==> src/rtl/ultrasonic_scheduler.sv <==
// Purpose : shares one ultrasonic ranging sensor between two requesters (fault check, pickup check).
// Latency : grant/trigger one cycle after a request is seen in IDLE; done one cycle after echo fall or timeout.
// Backpr. : requests are level-held and only sampled in IDLE; anything raised during a measurement or GAP waits.
//
// Ports:
//   clk_50M     in   system clock (single clock domain)
//   rst_n       in   synchronous active-low reset
//   req[1:0]    in   level request per requester (bit0 fault check, bit1 pickup check)
//   UV_echo     in   asynchronous echo from the sensor
//   UV_trig     out  trigger pulse to the sensor, TRIG_CYCLES wide
//   grant[1:0]  out  one-hot owner of the running measurement, 0 when idle or in GAP
//   done[1:0]   out  one-cycle result-valid pulse on the owner's bit
//   echo_width  out  echo-high width in cycles, held until the next done
//   timeout     out  result ended without a complete echo, held with echo_width
//   busy        out  high whenever the scheduler is not idle
module ultrasonic_scheduler #(
  parameter int TRIG_CYCLES    = 500,
  parameter int TIMEOUT_CYCLES = 1_250_000,
  parameter int GAP_CYCLES     = 3_000_000
) (
  input  logic        clk_50M,
  input  logic        rst_n,
  input  logic [1:0]  req,
  input  logic        UV_echo,
  output logic        UV_trig,
  output logic [1:0]  grant,
  output logic [1:0]  done,
  output logic [21:0] echo_width,
  output logic        timeout,
  output logic        busy
);

  // One phase counter is shared by TRIG and GAP, so it is sized for the longer of the two.
  localparam int PH_MAX = (TRIG_CYCLES > GAP_CYCLES) ? TRIG_CYCLES : GAP_CYCLES;
  localparam int PW     = $clog2(PH_MAX + 1);
  localparam int TW     = $clog2(TIMEOUT_CYCLES + 1);

  localparam logic [PW-1:0] TRIG_LAST = PW'(TRIG_CYCLES - 1);
  localparam logic [PW-1:0] GAP_LAST  = PW'(GAP_CYCLES - 1);
  localparam logic [TW-1:0] TMO_LIMIT = TW'(TIMEOUT_CYCLES);
  localparam logic [21:0]   WIDTH_MAX = '1;

  typedef enum logic [2:0] {
    IDLE      = 3'd0,
    TRIG      = 3'd1,
    WAIT_RISE = 3'd2,
    MEASURE   = 3'd3,
    GAP       = 3'd4
  } state_t;

  state_t        state_q;
  logic [PW-1:0] phase_cnt_q;
  logic [TW-1:0] tmo_cnt_q;
  logic [21:0]   width_q;

  // Echo synchronizer plus one history flop for edge detection.
  logic          echo_meta_q;
  logic          echo_sync_q;
  logic          echo_prev_q;
  logic          echo_s;

  // Round-robin memory: index of the requester served most recently.
  logic          last_q;

  logic          trig_q;
  logic [1:0]    grant_q;
  logic [1:0]    done_q;
  logic [21:0]   echo_width_q;
  logic          timeout_q;
  logic          busy_q;

  logic [1:0]    grant_sel_d;
  logic          echo_rise_d;
  logic [TW-1:0] tmo_next_d;
  logic          tmo_hit_d;
  logic [21:0]   width_inc_d;
  logic          meas_end_d;
  logic          end_tmo_d;
  logic [21:0]   end_width_d;

  assign echo_s = echo_sync_q;

  // Tie goes to whichever requester was not served last; a lone request always wins.
  always_comb begin
    grant_sel_d = 2'b00;
    if (req[0] && (!req[1] || last_q)) begin
      grant_sel_d = 2'b01;
    end else if (req[1]) begin
      grant_sel_d = 2'b10;
    end
  end

  // An echo already high when WAIT_RISE is entered has echo_prev_q high too, so it never counts.
  assign echo_rise_d = echo_s & ~echo_prev_q;
  assign tmo_next_d  = tmo_cnt_q + TW'(1);
  assign tmo_hit_d   = (tmo_next_d == TMO_LIMIT);
  assign width_inc_d = (width_q == WIDTH_MAX) ? width_q : (width_q + 22'd1);

  // Measurement end decision. Timeout has priority over echo fall; when both land on the same
  // cycle the width already accumulated is reported together with timeout=1.
  always_comb begin
    meas_end_d  = 1'b0;
    end_tmo_d   = 1'b0;
    end_width_d = width_q;
    case (state_q)
      WAIT_RISE: begin
        if (tmo_hit_d) begin
          meas_end_d  = 1'b1;
          end_tmo_d   = 1'b1;
          end_width_d = width_q;
        end
      end
      MEASURE: begin
        if (tmo_hit_d) begin
          meas_end_d  = 1'b1;
          end_tmo_d   = 1'b1;
          end_width_d = echo_s ? width_inc_d : width_q;
        end else if (!echo_s) begin
          meas_end_d  = 1'b1;
          end_tmo_d   = 1'b0;
          end_width_d = width_q;
        end
      end
      default: begin
        meas_end_d  = 1'b0;
      end
    endcase
  end

  always_ff @(posedge clk_50M) begin
    if (!rst_n) begin
      state_q      <= IDLE;
      phase_cnt_q  <= '0;
      tmo_cnt_q    <= '0;
      width_q      <= '0;
      echo_meta_q  <= 1'b0;
      echo_sync_q  <= 1'b0;
      echo_prev_q  <= 1'b0;
      last_q       <= 1'b1;
      trig_q       <= 1'b0;
      grant_q      <= 2'b00;
      done_q       <= 2'b00;
      echo_width_q <= '0;
      timeout_q    <= 1'b0;
      busy_q       <= 1'b0;
    end else begin
      echo_meta_q <= UV_echo;
      echo_sync_q <= echo_meta_q;
      echo_prev_q <= echo_sync_q;
      done_q      <= 2'b00;

      case (state_q)
        IDLE: begin
          if (|req) begin
            grant_q     <= grant_sel_d;
            last_q      <= grant_sel_d[1];
            trig_q      <= 1'b1;
            busy_q      <= 1'b1;
            phase_cnt_q <= '0;
            state_q     <= TRIG;
          end
        end

        TRIG: begin
          if (phase_cnt_q == TRIG_LAST) begin
            trig_q    <= 1'b0;
            tmo_cnt_q <= '0;
            width_q   <= '0;
            state_q   <= WAIT_RISE;
          end else begin
            phase_cnt_q <= phase_cnt_q + PW'(1);
          end
        end

        WAIT_RISE, MEASURE: begin
          tmo_cnt_q <= tmo_next_d;
          if (meas_end_d) begin
            echo_width_q <= end_width_d;
            timeout_q    <= end_tmo_d;
            done_q       <= grant_q;
            grant_q      <= 2'b00;
            phase_cnt_q  <= '0;
            state_q      <= GAP;
          end else if (state_q == WAIT_RISE) begin
            if (echo_rise_d) begin
              // The rising cycle itself is the first high cycle of the echo.
              width_q <= 22'd1;
              state_q <= MEASURE;
            end
          end else begin
            width_q <= width_inc_d;
          end
        end

        GAP: begin
          if (phase_cnt_q == GAP_LAST) begin
            busy_q  <= 1'b0;
            state_q <= IDLE;
          end else begin
            phase_cnt_q <= phase_cnt_q + PW'(1);
          end
        end

        default: begin
          trig_q  <= 1'b0;
          grant_q <= 2'b00;
          busy_q  <= 1'b0;
          state_q <= IDLE;
        end
      endcase
    end
  end

  assign UV_trig    = trig_q;
  assign grant      = grant_q;
  assign done       = done_q;
  assign echo_width = echo_width_q;
  assign timeout    = timeout_q;
  assign busy       = busy_q;

  // Structural invariants of the scheduler.
  a_trig_in_trig: assert property (@(posedge clk_50M) disable iff (!rst_n)
    trig_q |-> (state_q == TRIG));
  a_grant_onehot: assert property (@(posedge clk_50M) disable iff (!rst_n)
    $onehot0(grant_q));
  a_done_onehot: assert property (@(posedge clk_50M) disable iff (!rst_n)
    $onehot0(done_q));
  a_busy_state: assert property (@(posedge clk_50M) disable iff (!rst_n)
    busy_q == (state_q != IDLE));

endmodule

==> config.mk <==
export PLATFORM = sky130hd
export DESIGN_NAME = ultrasonic_scheduler
export DESIGN_NICKNAME = d
export VERILOG_FILES = /design/src/rtl/ultrasonic_scheduler.sv
export SDC_FILE = /design/constraint.sdc
export NUM_CORES = 1
export LEC_CHECK = 0
export CORE_MARGIN = 2
export CORE_UTILIZATION = 60
export CTS_BUF_LIST = sky130_fd_sc_hd__clkbuf_8
export DETAILED_ROUTE_END_ITERATION = 8
export PLACE_DENSITY = 0.77
export SYNTH_ARGS = -nofsm -noshare
export SYNTH_HDL_FRONTEND = slang
export SYNTH_SLANG_ARGS = --single-unit
==> constraint.sdc <==
create_clock -name clk_50M -period 3.5 [get_ports clk_50M]
set_input_delay 0.7 -clock clk_50M [delete_from_list [all_inputs] [get_ports clk_50M]]
set_output_delay 0.7 -clock clk_50M [all_outputs]
set_load 0.1 [all_outputs]
Met1 routing:
Scale bar: 20 microns. Supply wires on this layer in grey.
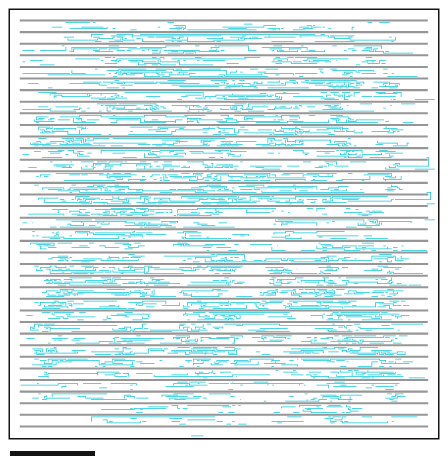
nets with wire on the layer: 702
wire length on this layer: 6,140 microns
longest straight run: 40.9 microns
share of all routed wire: 44%
main direction: horizontal
Vias: 5,496
met1 usage: 36.4%
final wirelength: 14.0 mm

Met2 routing:
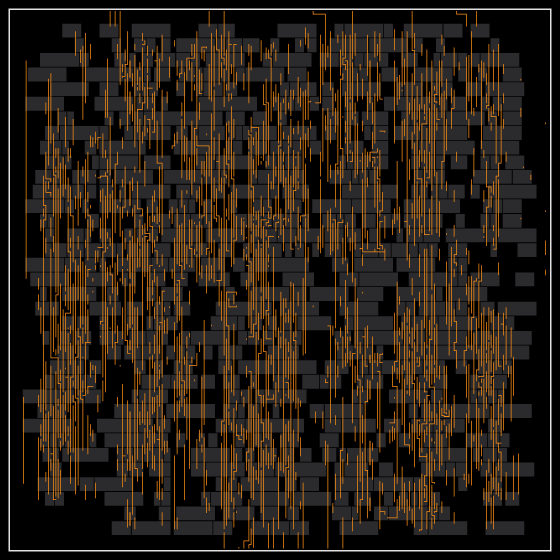
wire length on this layer: 6,790 microns
share of all routed wire: 48%

The metal 3 layer:
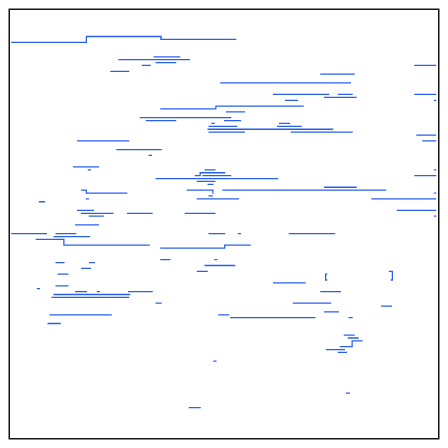
nets with wire on the layer: 73
wire length on this layer: 764 microns
main direction: horizontal

Signal wires on met4:
Supply wires on this layer in grey.
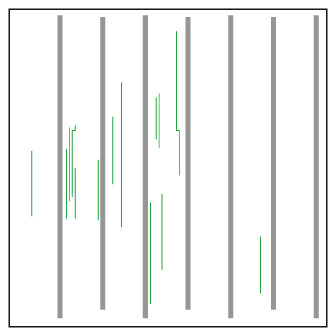
longest straight run: 45.6 microns
main direction: vertical
nets with wire on the layer: 14
share of all routed wire: 2.4%

Routing congestion map:
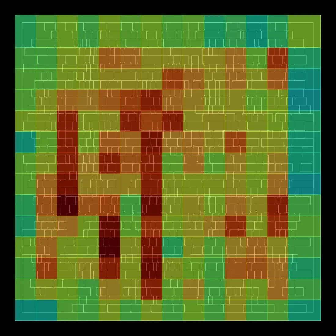
busiest grt layer: met2
met3 Resource Use GR: 5.43%
per-cell routed wire length: 16.5 microns

==> flow_summary.yaml <==
# implementation run metrics
clock_tree:
  cts_root_buffer: "clkbuf_8"
  htree_levels: 3
  numCtsBuffers: 9
  clk_latency_ps: 360
  cts_buffer_depth: 2
  postCtsHoldBufs: 0
  clk_pin_slew_worst_paths_ps: 100
  cts_setup_buffers: 0
  cts_sinks: 101
  cts_tree: "built"
finish:
  combGateArea_sq_um: 3310
  nNetsFinal: 740
  drive_gt1_share_pct: 7.46
  logic_gates: 559
  ff_count: 101
  inverters_excl_clock: 8
  utilization_pct: 68.0
  finalNonFillerCells: 848
  seq_share_pct: 32.7
  final-clk-cell-share_pct: 3.09
  flop_area_sq_um: 2020
  nNonClkBuffers: 53
  nClkBuffers: 9
  nFillCells: 783
  antenna_cells: 0
  buf_share_pct: 8.12
  syn_to_final_growth_pct: 11.2
  largestClassByArea: "combinational gates"
  comb_area_share_pct: 53.4
logic_synthesis:
  ys_async_sr_fraction_pct: 0
  largest_area_cell: "dfxtp_1"
  synth_cell_types: 71
  synth.area.top_cells: "dfxtp_1, a21oi_1, o21ai_0"
  top_area_share_pct: 36.3
  edf_count: 0
  synth_warnings: 0
  synth.cell_area_sq_um: 5580
  synth_nets: 728
  ys_seq_share_pct: 36.3
  syn_area_per_cell_sq_um: 7.74
  top_cells_by_count: "dfxtp_1, a21oi_1, nand2_1"
  ys_cells: 720
  synthMostInstantiatedCell: "dfxtp_1"
  synth.ff_latch_count: 101
  ys_area_sq_um: 5580
  syn-instance-count: 720
  flop_cell: "dfxtp_1"
critical_path:
  arrival_ps: 3570
  end_kind: "flop"
  setup.worst_path.class: "reg -> reg"
  cp.required_ps: 3800
  cp-start-kind: "flop"
  crit_fanout: 37
placed_design:
  numPlacedInstances: 832
  place.gp.congestion: 1.00
  hpwl_mm: 9.80
  io_buffers: 33
die:
  rows: 35
  core-area_sq_um: 9110
  fp.dieH_microns: 100
  die-area_sq_um: 10100
  nWellTaps: 111
  io_pins: 34
  die_w_microns: 100
  fp_util_pct: 61.2
final_timing:
  fin_setup_tns_ps: 0
  rsz0062_at_grt: "false"
  whs_ps: 446
  worst_slew_pin_slew_ps: 981
  hold_viol: 0
  skew_ps: 9.46
  fin_crit_sh_pct: 93.6
  finalSetupViolCount: 0
  maxSlewViolCount: 0
  clock.fmax_mhz: 305
  slew_headroom_pct: 34.4
  period_needed_ps: 3280
route:
  drcViolationCount: 0
  viasPerCell: 6.48
  dr.pass1.iters: 5
  drt_iter0_drc: 411
  drtAntennaViolNets: 0
run:
  maxCapViolCount: 0
  warning_count: 26
power:
  power_density_nw_per_um2: 323
  max-vdd-ir-drop_v: 0.000181
  p_leak_nw: 2.01
hold_path:
  min_path_type: "reg -> reg"
global_route:
  grt_max_degree: 57
  grtUsageTotal_pct: 28.2
  grt_pass1_wl_mm: 23.2
  grt_antenna_before_repair: 0
  grt_pass1_vias: 5023
  overflow: 0
status:
  status: "complete, no violations"
==> worst max-delay path, cell delays in order, from the launching register on <==
cell and delay (ps):
dfxtp_1 510, nand4_4 180, nor3_4 280, a31oi_1 150, or4_4 590, or3_1 410
a31o_4 390, or4_1 550, a21oi_1 150
==> report_power, final <==
group	switching (mW)	internal, mW	total (mW)
Sequential	0.00997	1.16	1.17
Clock	0.399	0.329	0.728
Combinational	0.0742	0.0303	0.105
==> through the flow <==
stage / instance area (sq um) / setup WS, ps / power, mW
floorplan: 5580 / 395 / 1.27
global placement: 6000 / 273 / 1.29
detailed placement: 6000 / 136 / 1.30
CTS: 6190 / 95.5 / 2.02
global route: 6200 / 34.5 / 2.07
finish: 6200 / 223 / 2.00
==> logic make-up (layout without fill, tap and decap cells) <==
logic type      Yosys count  in the layout  synth area share [%]
flops                   101            101                  36.3
fa+ha+maj                 3              3                 0.673
compound gates          217            217                  23.4
xor+xnor                 23             23                  3.61
buf+inv                  60             77                  4.56
mux                       7              7                  1.26
simple gates            309            309                  30.2
==> metal layers <==
| layer | part of all wire [%] | vias to the layer above | global-route usage (%) |
|---|---|---|---|
| met5 | 0 | - | 0 |
| met4 | 2.4 | 0 | 11.0 |
| met1 | 44 | 2576 | 36.4 |
| met2 | 48 | 189 | 46.7 |
| li1 | - | 2700 | - |
| met3 | 5.4 | 31 | 5.43 |
==> placed cells by master, fill, tap and decap left out, types with 6 or more instances in the layout <==
cell / instances
dfxtp_1: 99
a21oi_1: 74
nand2_1: 66
o21ai_0: 53
nor2_1: 53
nand3_1: 46
clkdlybuf4s50_1: 32
nand4_1: 19
or3_1: 19
buf_4: 19
xor2_1: 18
a31oi_1: 18
o21ai_1: 15
and3_1: 14
nor3_1: 14
or4_1: 11
nor4_1: 10
inv_1: 9
and2_1: 9
o31ai_1: 9
clkbuf_8: 9
and4_1: 8
nand3b_1: 7
mux2i_1: 7
o32ai_1: 7
nor4b_1: 6
==> what timing repair did <==
item | in CTS | in global routing
resized | 0 | 3
endpoints found under the hold margin | 0 | 0
endpoints found under the setup margin | 0 | 10
==> final timing paths <==
kind | from | depth (start not counted) | slack (ps) | end
worst max-delay path | tmo_cnt_q[3]$_SDFFE_PN0P_ | 8 | 220 | phase_cnt_q[7]$_SDFFE_PN0P_
worst min-delay path | echo_meta_q$_SDFF_PN0_ | 1 | 450 | echo_s$_SDFF_PN0_
worst max register to register | tmo_cnt_q[3]$_SDFFE_PN0P_ | 8 | 220 | phase_cnt_q[7]$_SDFFE_PN0P_
worst min register to register | echo_meta_q$_SDFF_PN0_ | 1 | 450 | echo_s$_SDFF_PN0_
==> sequential cells by signal (all words and copies together) (netlist names) <==
signal       flops
timeout          1
last_q           1
state_q          3
phase_cnt_q     22
UV_trig          1
tmo_cnt_q       21
grant            2
echo_width      22
width_q         22
echo_meta_q      1
busy             1
done             2
echo_s           1
echo_prev_q      1
No activity file was given, so power comes from the tool's default toggle rates.
